run_1/floorplan.png
The bar under the picture is 20 um long. Pins as bars on the die edge. Tap cells in grey.
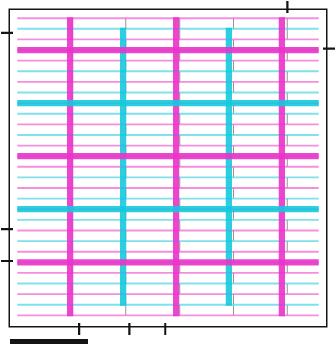
run_1/class_map.png
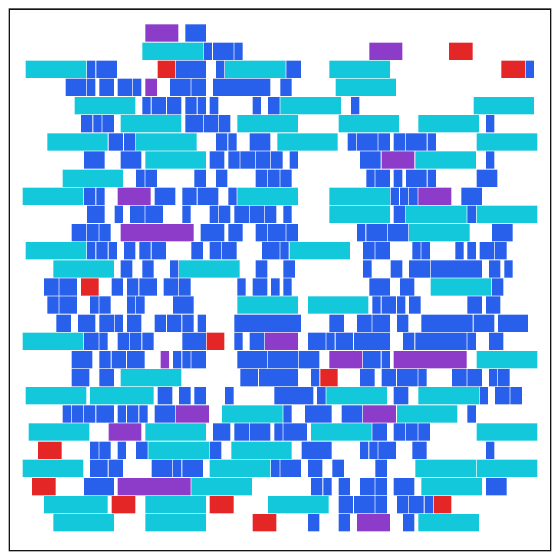
run_1/clock_wires.png
The bar under the picture is 20 um long.
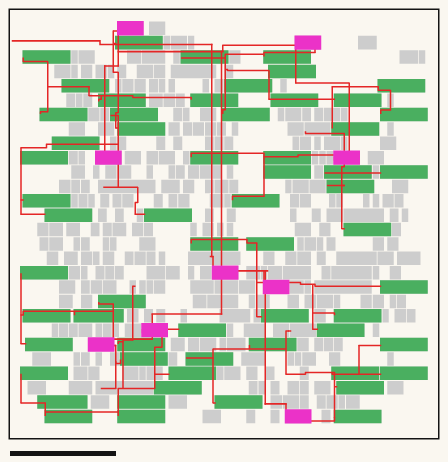
<file path="src/rtl/key_pkg.sv">
// Shared definitions for the push-button conditioning path: FSM encoding,
// board clock rate and the default timing constants derived from it.
package key_pkg;

  typedef enum logic [1:0] {
    IDLE         = 2'd0,
    PRESS_WAIT   = 2'd1,
    HELD         = 2'd2,
    RELEASE_WAIT = 2'd3
  } key_state_e;

  localparam int CLK_HZ        = 50000000;
  localparam int DEBOUNCE_20MS = CLK_HZ / 50;
  localparam int REPEAT_500MS  = CLK_HZ / 2;
  localparam int REPEAT_200MS  = CLK_HZ / 5;

  // Counters only ever hold (limit - 1), so $clog2 of the largest limit is enough.
  function automatic int cnt_width(input int a, input int b, input int c);
    int m;
    m = a;
    if (b > m) m = b;
    if (c > m) m = c;
    return (m <= 1) ? 1 : $clog2(m);
  endfunction

endpackage

</file>
<file path="src/rtl/sync_2ff.sv">
// Two-flop synchronizer for a single asynchronous input; both flops reset
// to RST_VAL so the downstream logic sees a known idle level out of reset.
module sync_2ff #(
  parameter logic RST_VAL = 1'b1
) (
  input  logic clk,
  input  logic clr,
  input  logic d,
  output logic q
);

  logic meta;

  always_ff @(posedge clk or posedge clr) begin
    if (clr) begin
      meta <= RST_VAL;
      q    <= RST_VAL;
    end else begin
      meta <= d;
      q    <= meta;
    end
  end

endmodule

</file>
<file path="src/rtl/key_debounce_pulse.sv">
// Debounces an active-low push button and turns it into single-cycle press,
// release and auto-repeat pulses on the board clock.
//
// state        | meaning
// IDLE         | key released and stable
// PRESS_WAIT   | key seen pressed, counting stable cycles before accepting
// HELD         | press accepted; auto-repeat timer runs here
// RELEASE_WAIT | key seen released, counting stable cycles; repeat timer paused
module key_debounce_pulse
  import key_pkg::*;
#(
  parameter int DEBOUNCE_CYCLES = DEBOUNCE_20MS,
  parameter int REPEAT_DELAY    = REPEAT_500MS,
  parameter int REPEAT_RATE     = REPEAT_200MS
) (
  input  logic clk,
  input  logic clr,
  input  logic key_n,
  output logic level,
  output logic press_pulse,
  output logic release_pulse,
  output logic repeat_pulse,
  output logic step_pulse
);

  localparam int           W         = cnt_width(DEBOUNCE_CYCLES, REPEAT_DELAY, REPEAT_RATE);
  localparam bit           REPEAT_ON = (REPEAT_DELAY != 0);
  localparam logic [W-1:0] DEB_LAST  = W'(DEBOUNCE_CYCLES - 1);
  localparam logic [W-1:0] DLY_LAST  = REPEAT_ON ? W'(REPEAT_DELAY - 1) : '0;
  localparam logic [W-1:0] RATE_LAST = (REPEAT_RATE > 0) ? W'(REPEAT_RATE - 1) : '0;

  logic       key_sync;
  logic       key_s;
  key_state_e state_q, state_d;
  logic [W-1:0] cnt_q, cnt_d;
  logic [W-1:0] rpt_cnt_q, rpt_cnt_d;
  logic       rpt_rate_q, rpt_rate_d;
  logic       level_d, press_d, release_d, repeat_d;

  sync_2ff #(.RST_VAL(1'b1)) u_sync (
    .clk (clk),
    .clr (clr),
    .d   (key_n),
    .q   (key_sync)
  );

  assign key_s = ~key_sync;

  always_ff @(posedge clk or posedge clr) begin
    if (clr) begin
      state_q       <= IDLE;
      cnt_q         <= '0;
      rpt_cnt_q     <= '0;
      rpt_rate_q    <= 1'b0;
      level         <= 1'b0;
      press_pulse   <= 1'b0;
      release_pulse <= 1'b0;
      repeat_pulse  <= 1'b0;
      step_pulse    <= 1'b0;
    end else begin
      state_q       <= state_d;
      cnt_q         <= cnt_d;
      rpt_cnt_q     <= rpt_cnt_d;
      rpt_rate_q    <= rpt_rate_d;
      level         <= level_d;
      press_pulse   <= press_d;
      release_pulse <= release_d;
      repeat_pulse  <= repeat_d;
      step_pulse    <= press_d | repeat_d;
    end
  end

  always_comb begin
    state_d    = state_q;
    cnt_d      = cnt_q;
    rpt_cnt_d  = rpt_cnt_q;
    rpt_rate_d = rpt_rate_q;
    level_d    = level;
    press_d    = 1'b0;
    release_d  = 1'b0;
    repeat_d   = 1'b0;
    case (state_q)
      IDLE: begin
        if (key_s) begin
          state_d = PRESS_WAIT;
          cnt_d   = '0;
        end
      end
      PRESS_WAIT: begin
        if (!key_s) begin
          state_d = IDLE;
        end else if (cnt_q == DEB_LAST) begin
          state_d    = HELD;
          press_d    = 1'b1;
          level_d    = 1'b1;
          rpt_cnt_d  = '0;
          rpt_rate_d = 1'b0;
        end else begin
          cnt_d = cnt_q + W'(1);
        end
      end
      HELD: begin
        if (!key_s) begin
          state_d = RELEASE_WAIT;
          cnt_d   = '0;
        end else if (REPEAT_ON) begin
          // First target is the initial delay, every later one is the rate.
          if (rpt_cnt_q == (rpt_rate_q ? RATE_LAST : DLY_LAST)) begin
            repeat_d   = 1'b1;
            rpt_cnt_d  = '0;
            rpt_rate_d = 1'b1;
          end else begin
            rpt_cnt_d = rpt_cnt_q + W'(1);
          end
        end
      end
      RELEASE_WAIT: begin
        if (key_s) begin
          state_d = HELD;
        end else if (cnt_q == DEB_LAST) begin
          state_d   = IDLE;
          release_d = 1'b1;
          level_d   = 1'b0;
        end else begin
          cnt_d = cnt_q + W'(1);
        end
      end
      default: state_d = IDLE;
    endcase
  end

endmodule

</file>
<file path="config.mk">
export PLATFORM = sky130hd
export DESIGN_NAME = key_debounce_pulse
export DESIGN_NICKNAME = d
export VERILOG_FILES = /design/src/rtl/key_pkg.sv /design/src/rtl/sync_2ff.sv /design/src/rtl/key_debounce_pulse.sv
export SDC_FILE = /design/constraint.sdc
export NUM_CORES = 1
export LEC_CHECK = 0
export CAP_MARGIN = 20
export CORE_MARGIN = 1.5
export CORE_UTILIZATION = 55
export DETAILED_ROUTE_END_ITERATION = 10
export PLACE_DENSITY = 0.73
export REMOVE_ABC_BUFFERS = 1
export SETUP_SLACK_MARGIN = 0.3
export SKIP_LAST_GASP = 1
export SLEW_MARGIN = 40
export SYNTH_ARGS = -nofsm -noshare
export SYNTH_HDL_FRONTEND = slang
export SYNTH_SLANG_ARGS = --single-unit
</file>
<file path="constraint.sdc">
create_clock -name clk -period 4.1 [get_ports clk]
set_input_delay 0.82 -clock clk [delete_from_list [all_inputs] [get_ports clk]]
set_output_delay 0.82 -clock clk [all_outputs]
set_load 0.05 [all_outputs]
</file>
==> summary.json, run 1 <==
{
  "drt-wirelength-per-cell_um": 16.3,
  "skew_ps": 7.32,
  "crit-reg2reg-launch": "u_sync.q",
  "yosysTopAreaCell": "sky130_fd_sc_hd__dfrtp_1",
  "yosys-stat-area_um2": 3340,
  "largest_registers": "cnt_q x25, rpt_cnt_q x25",
  "die_height_um": 81.0,
  "power.total_mw": 1.33,
  "run_status": "finished clean",
  "drc": 0,
  "numSynthFlops": 60,
  "cts_root_buffer": "sky130_fd_sc_hd__clkbuf_8",
  "vias": 2736,
  "crit_path_top_delay_cell": "sky130_fd_sc_hd__dfstp_2",
  "yosys.area.top_type_share": 0.434,
  "post-route-cell-area_um2": 3730,
  "route.detailed.vias_per_inst": 6.07,
  "fillCellCount": 476,
  "postSynthAreaPerCell_um2": 9.21,
  "edf_count": 0,
  "max_freq_mhz": 362,
  "clock_latency_ps": 360,
  "postLayoutCoreUtil": 0.635,
  "routedLengthMet1_um": 3410,
  "post-dp-hpwl_um": 4910,
  "startpoint_of_the_most_critical_setup_path": "u_sync.q",
  "io_pins": 8,
  "via_count_of_the_first_global_routing_pass": 2646,
  "criticalPathCategory": "reg2reg",
  "postRouteAntennaNets": 0,
  "numCtsBuffers": 9,
  "postCtsSetupBuffers": 0,
  "finish_stage_setup_viols": 0,
  "design.die.area_um2": 6560,
  "met2_wirelength_um": 3590,
  "instances_no_fill": 451,
  "synth.cellmix.adderShare": 0.00748,
  "lay_top_count": "sky130_fd_sc_hd__dfrtp_1"
}
Back to the opening pictures, floorplan.png:
Key: VSS = magenta; VDD = cyan
The core has 28 rows. 75 tap cells. 29 met1 rails follow the rows. 5 straps on met5. 8 signal pins sit on the boundary.

Back to the opening pictures, class_map.png:
Key: remaining buffers and delay cells = red [cells 12]; remaining logic cells = blue [cells 288]; registers = cyan [cells 60]; clock drivers and dummy loads = purple [cells 16]

Back to the opening pictures, clock_wires.png:
Key: clock-net drivers = magenta [count 9]; flip-flops = green [count 60]; clock wires = red [length 912 um]
There are 10 routed clock nets.

[run 1: report_power, final]
part	internal (mW)	total [mW]	switching (mW)
registers	0.598	0.610	0.0124
logic	0.0120	0.0385	0.0264
clock network	0.436	0.680	0.243
total	1.05	1.33	0.282
[run 1: layout make-up]
| cell class | instances | area [um^2] | share of cell area |
|---|---|---|---|
| multi-input combinational | 278 | 1740 | 0.466 |
| sequential | 60 | 1500 | 0.403 |
| clock buffer | 12 | 155 | 0.0415 |
| timing repair buffer | 12 | 108 | 0.0288 |
| clock inverter | 4 | 95.1 | 0.0255 |
| tap | 75 | 93.8 | 0.0251 |
| inverter | 10 | 37.5 | 0.0101 |
[run 1: worst max-delay path, delay by kind of cell, from the launching register on]
kind,cells,cell delay (ps)
xor gates and xnor gates,2,460
DFF,1,890
and+or+nand+nor,4,1300
==> inputs of run 2 (changes only) <==
Settings changed: PLACE_DENSITY 0.73 to 0.76.
Clock period 4.1 ns to 2.4 ns, I/O delays scaled along.
==> summary.json, run 2 <==
{
  "run_status": "finished clean",
  "yosysTopAreaCell": "sky130_fd_sc_hd__dfrtp_1",
  "numSynthFlops": {"value": 60, "change": "unchanged"},
  "max_freq": {"value": 457, "unit": "MHz", "change": "+26%"},
  "pwr.group.combinational": {"value": 91.3, "unit": "uW", "change": "+140%"},
  "switching_share": {"value": 0.264, "change": "+0.0512"},
  "drc": {"value": 0, "change": "unchanged"},
  "routedLengthMet1": {"value": 3580, "unit": "um", "change": "+5.0%"},
  "sequential_cell_area": {"value": 1510, "unit": "um^2", "change": "+0.58%"},
  "top_layer_used": "met4",
  "numCtsBuffers": {"value": 9, "change": "unchanged"},
  "postRouteAntennaNets": {"value": 0, "change": "unchanged"},
  "yosys-stat-area": {"value": 3340, "unit": "um^2", "change": "unchanged"},
  "pwr-share-clk": {"value": 0.421, "change": "-0.091"},
  "intPower": {"value": 1.43, "unit": "mW", "change": "+37%"},
  "crit_path_top_delay_cell": "sky130_fd_sc_hd__o41ai_4",
  "flow.area_growth_from_synthesis_pct": 19.9,
  "route.detailed.vias_per_inst": {"value": 6.20, "change": "+2.1%"},
  "skew": {"value": 7.22, "unit": "ps", "change": "-0.100 ps"},
  "power_leakage_nw": 1.69,
  "p_seq_frac": {"value": 0.532, "change": "+0.073"},
  "pwr.group.clock": {"value": 816, "unit": "uW", "change": "+20%"},
  "yosys.area.top_type_share": {"value": 0.434, "change": "unchanged"},
  "finish_stage_setup_viols": {"value": 0, "change": "unchanged"},
  "die_height": {"value": 81.0, "unit": "um", "change": "unchanged"},
  "drt-wirelength-per-cell": {"value": 16.6, "unit": "um", "change": "+1.9%"},
  "postSynthAreaPerCell": {"value": 9.21, "unit": "um^2", "change": "unchanged"},
  "vias": {"value": 2986, "change": "+9.1%"},
  "worstSetupPathDepth": {"value": 7, "change": "+1"},
  "sequentialPower": {"value": 1.03, "unit": "mW", "change": "+69%"},
  "crit-reg2reg-launch": "cnt_q[24]",
  "edf_count": {"value": 0, "change": "unchanged"},
  "crit_buf_inv": {"value": 2, "change": "+2"},
  "power.total": {"value": 1.94, "unit": "mW", "change": "+46%"},
  "lay_top_count": "sky130_fd_sc_hd__dfrtp_1",
  "design.die.area": {"value": 6560, "unit": "um^2", "change": "unchanged"},
  "cts_root_buffer": "sky130_fd_sc_hd__clkbuf_8",
  "met2_wirelength": {"value": 3750, "unit": "um", "change": "+4.5%"},
  "synth.cellmix.adderShare": {"value": 0.00748, "change": "unchanged"},
  "postLayoutCoreUtil": {"value": 0.682, "change": "+0.0470"},
  "startpoint_of_the_most_critical_setup_path": "cnt_q[24]",
  "fillCellCount": {"value": 457, "change": "-4.0%"},
  "criticalPathCategory": "reg2reg",
  "largest_registers": "cnt_q x25, rpt_cnt_q x25",
  "post-route-cell-area": {"value": 4010, "unit": "um^2", "change": "+7.4%"},
  "critical-path-top-delay-family": "AND-OR/OR-AND gates",
  "post-dp-hpwl": {"value": 5160, "unit": "um", "change": "+5.1%"}
}
## run 2: per-layer routing
metal	vias up	global-route usage
met5	-	0
met4	0	0.105
met3	21	0.0697
met2	102	0.407
met1	1453	0.382
li1	1410	-
## run 2: layout make-up
class,instances,area share
clock buffer,9,0.0309
clock inverter,7,0.0134
inverter,10,0.00936
multi-input combinational,278,0.453
sequential,60,0.377
tap,75,0.0234
timing repair buffer,43,0.0930
## run 2: metrics by stage
step,instances,setup slack [ps]
5_1_grt,482,113
6_report,482,211
3_3_place_gp,454,180
3_5_place_dp,454,109
2_1_floorplan,348,-64.6
4_1_cts,479,282
## run 2: what timing repair did
action / CTS / global route
endpoints found under the setup margin: 21 / 29
pin swaps: 6 / 5
endpoints found under the hold margin: 0 / 0
setup buffers: 8 / 3
gates resized: 11 / 22
gates cloned: 1 / 0
run_2/layers.png
The bar under the picture is 20 um long. Two of the layers only.
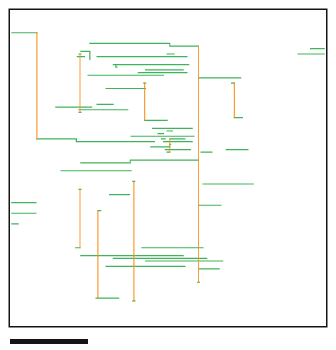
Key: M4 = orange [wire length 192 um]; M3 = green [wire length 492 um]

run_2/class_map.png
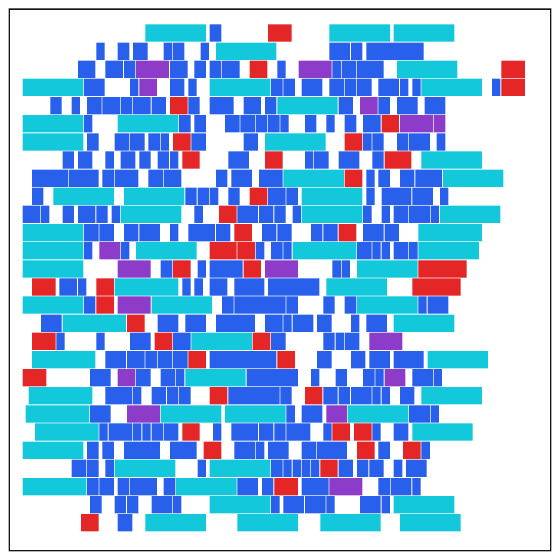
Key: clock drivers and dummy loads = purple [cells 16]; registers = cyan [cells 60]; remaining buffers and delay cells = red [cells 43]; remaining logic cells = blue [cells 288]

==> inputs of run 3 (changes only) <==
Settings changed: PLACE_DENSITY 0.76 to 0.73.
Clock period 2.4 ns to 2.3 ns, I/O delays scaled along.
==> summary.json, run 3 <==
{
  "drt-wirelength-per-cell": {"value": 17.8, "unit": "um", "change": "+7.2%"},
  "met1_usage": {"value": 0.360, "change": "-0.0223"},
  "power_leakage": {"value": 1.99, "unit": "nW", "change": "+18%"},
  "postRouteAntennaNets": {"value": 0, "change": "unchanged"},
  "max_freq": {"value": 461, "unit": "MHz", "change": "+0.93%"},
  "final-clk-cell-share": {"value": 0.0527, "change": "+0.00841"},
  "die_height": {"value": 81.0, "unit": "um", "change": "unchanged"},
  "postSynthAreaPerCell": {"value": 9.21, "unit": "um^2", "change": "unchanged"},
  "intPower": {"value": 1.82, "unit": "mW", "change": "+28%"},
  "tapCellCount": {"value": 75, "change": "unchanged"},
  "logic_gates": {"value": 279, "change": "+0.36%"},
  "run_status": "finished clean",
  "lay_top_count": "sky130_fd_sc_hd__dfrtp_1",
  "inverters_excl_clock": {"value": 10, "change": "unchanged"},
  "largest_registers": "cnt_q x25, rpt_cnt_q x25",
  "post-dp-hpwl": {"value": 5460, "unit": "um", "change": "+5.8%"},
  "pre_cts_slack": {"value": 60.3, "unit": "ps", "change": "-49.0 ps"},
  "finish_stage_setup_viols": {"value": 0, "change": "unchanged"},
  "setup_ws": {"value": 131, "unit": "ps", "change": "-79.9 ps"},
  "pwr.group.combinational": {"value": 114, "unit": "uW", "change": "+25%"},
  "postCtsSetupBuffers": {"value": 8, "change": "unchanged"},
  "flop-count": {"value": 60, "change": "unchanged"},
  "post_cts_resized": {"value": 17, "change": "+6"},
  "crit-reg2reg-launch": "cnt_q[24]",
  "flow.area_growth_from_synthesis_pct": 31.3,
  "route.detailed.vias_per_inst": {"value": 6.22, "change": "+0.40%"},
  "skew": {"value": 9.13, "unit": "ps", "change": "+1.91 ps"}
}
## run 3: cell counts after synthesis
Identical to the previous run, type by type.
## run 3: how the worst max path moves through the flow
stage	from	endpoint	slack, ps	cells past startpoint
floorplan	u_sync.q	cnt_q[21]	-160	6
CTS	cnt_q[7]	rpt_cnt_q[9]	170	7
global placement	cnt_q[22]	rpt_cnt_q[13]	120	7
detailed placement	cnt_q[22]	rpt_cnt_q[15]	60	7
finish	cnt_q[24]	rpt_cnt_q[15]	130	7
global route	cnt_q[7]	rpt_cnt_q[3]	70	7
## run 3: kinds of logic after synthesis
| family | after synthesis |
|---|---|
| simple gates | 197 |
| flops | 60 |
| compound gates | 52 |
| xor+xnor | 25 |
| buf+inv | 25 |
| mux | 2 |
| fa+ha+maj | 2 |
run_3/clock_wires.png
The bar under the picture is 20 um long.
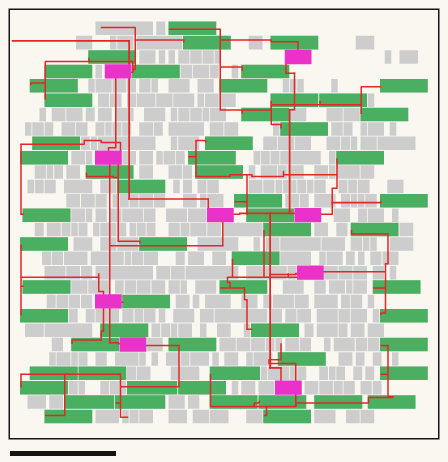
Key: clock wires = red [length 820 um]; clock-net drivers = magenta [count 9]; flip-flops = green [count 60]
There are 10 routed clock nets. Position of the flops: widely spread.

run_3/class_map.png
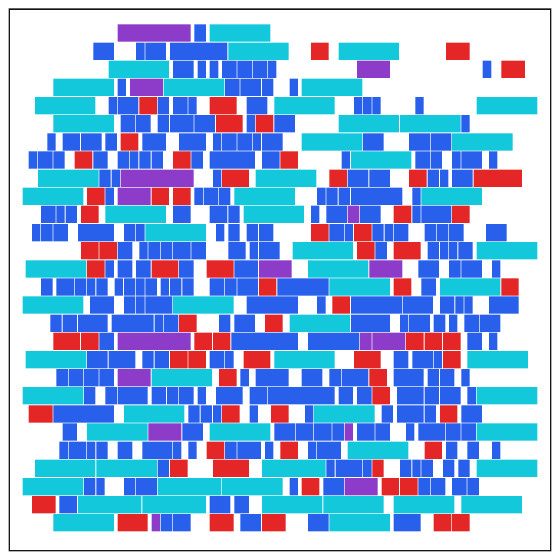
Key: clock drivers and dummy loads = purple [cells 16]; remaining logic cells = blue [cells 289]; remaining buffers and delay cells = red [cells 70]; registers = cyan [cells 60]


==> gallery <==
Clock routing.
image #1
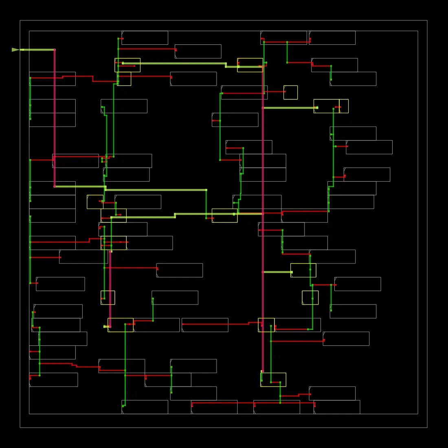
image #2
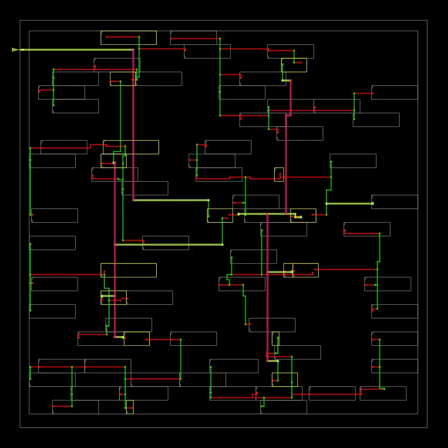
image #3
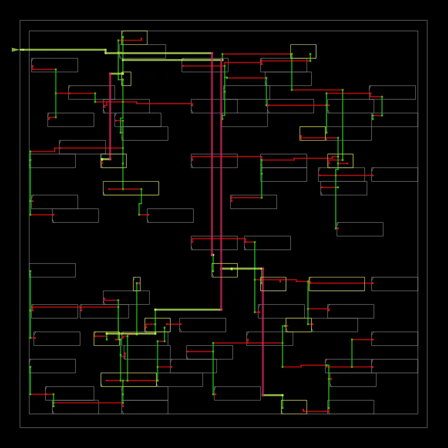
Run 3 is image #2.
Run 2 is image #1.
Run 1 is image #3.

Power is estimated from default activity; no workload was simulated.
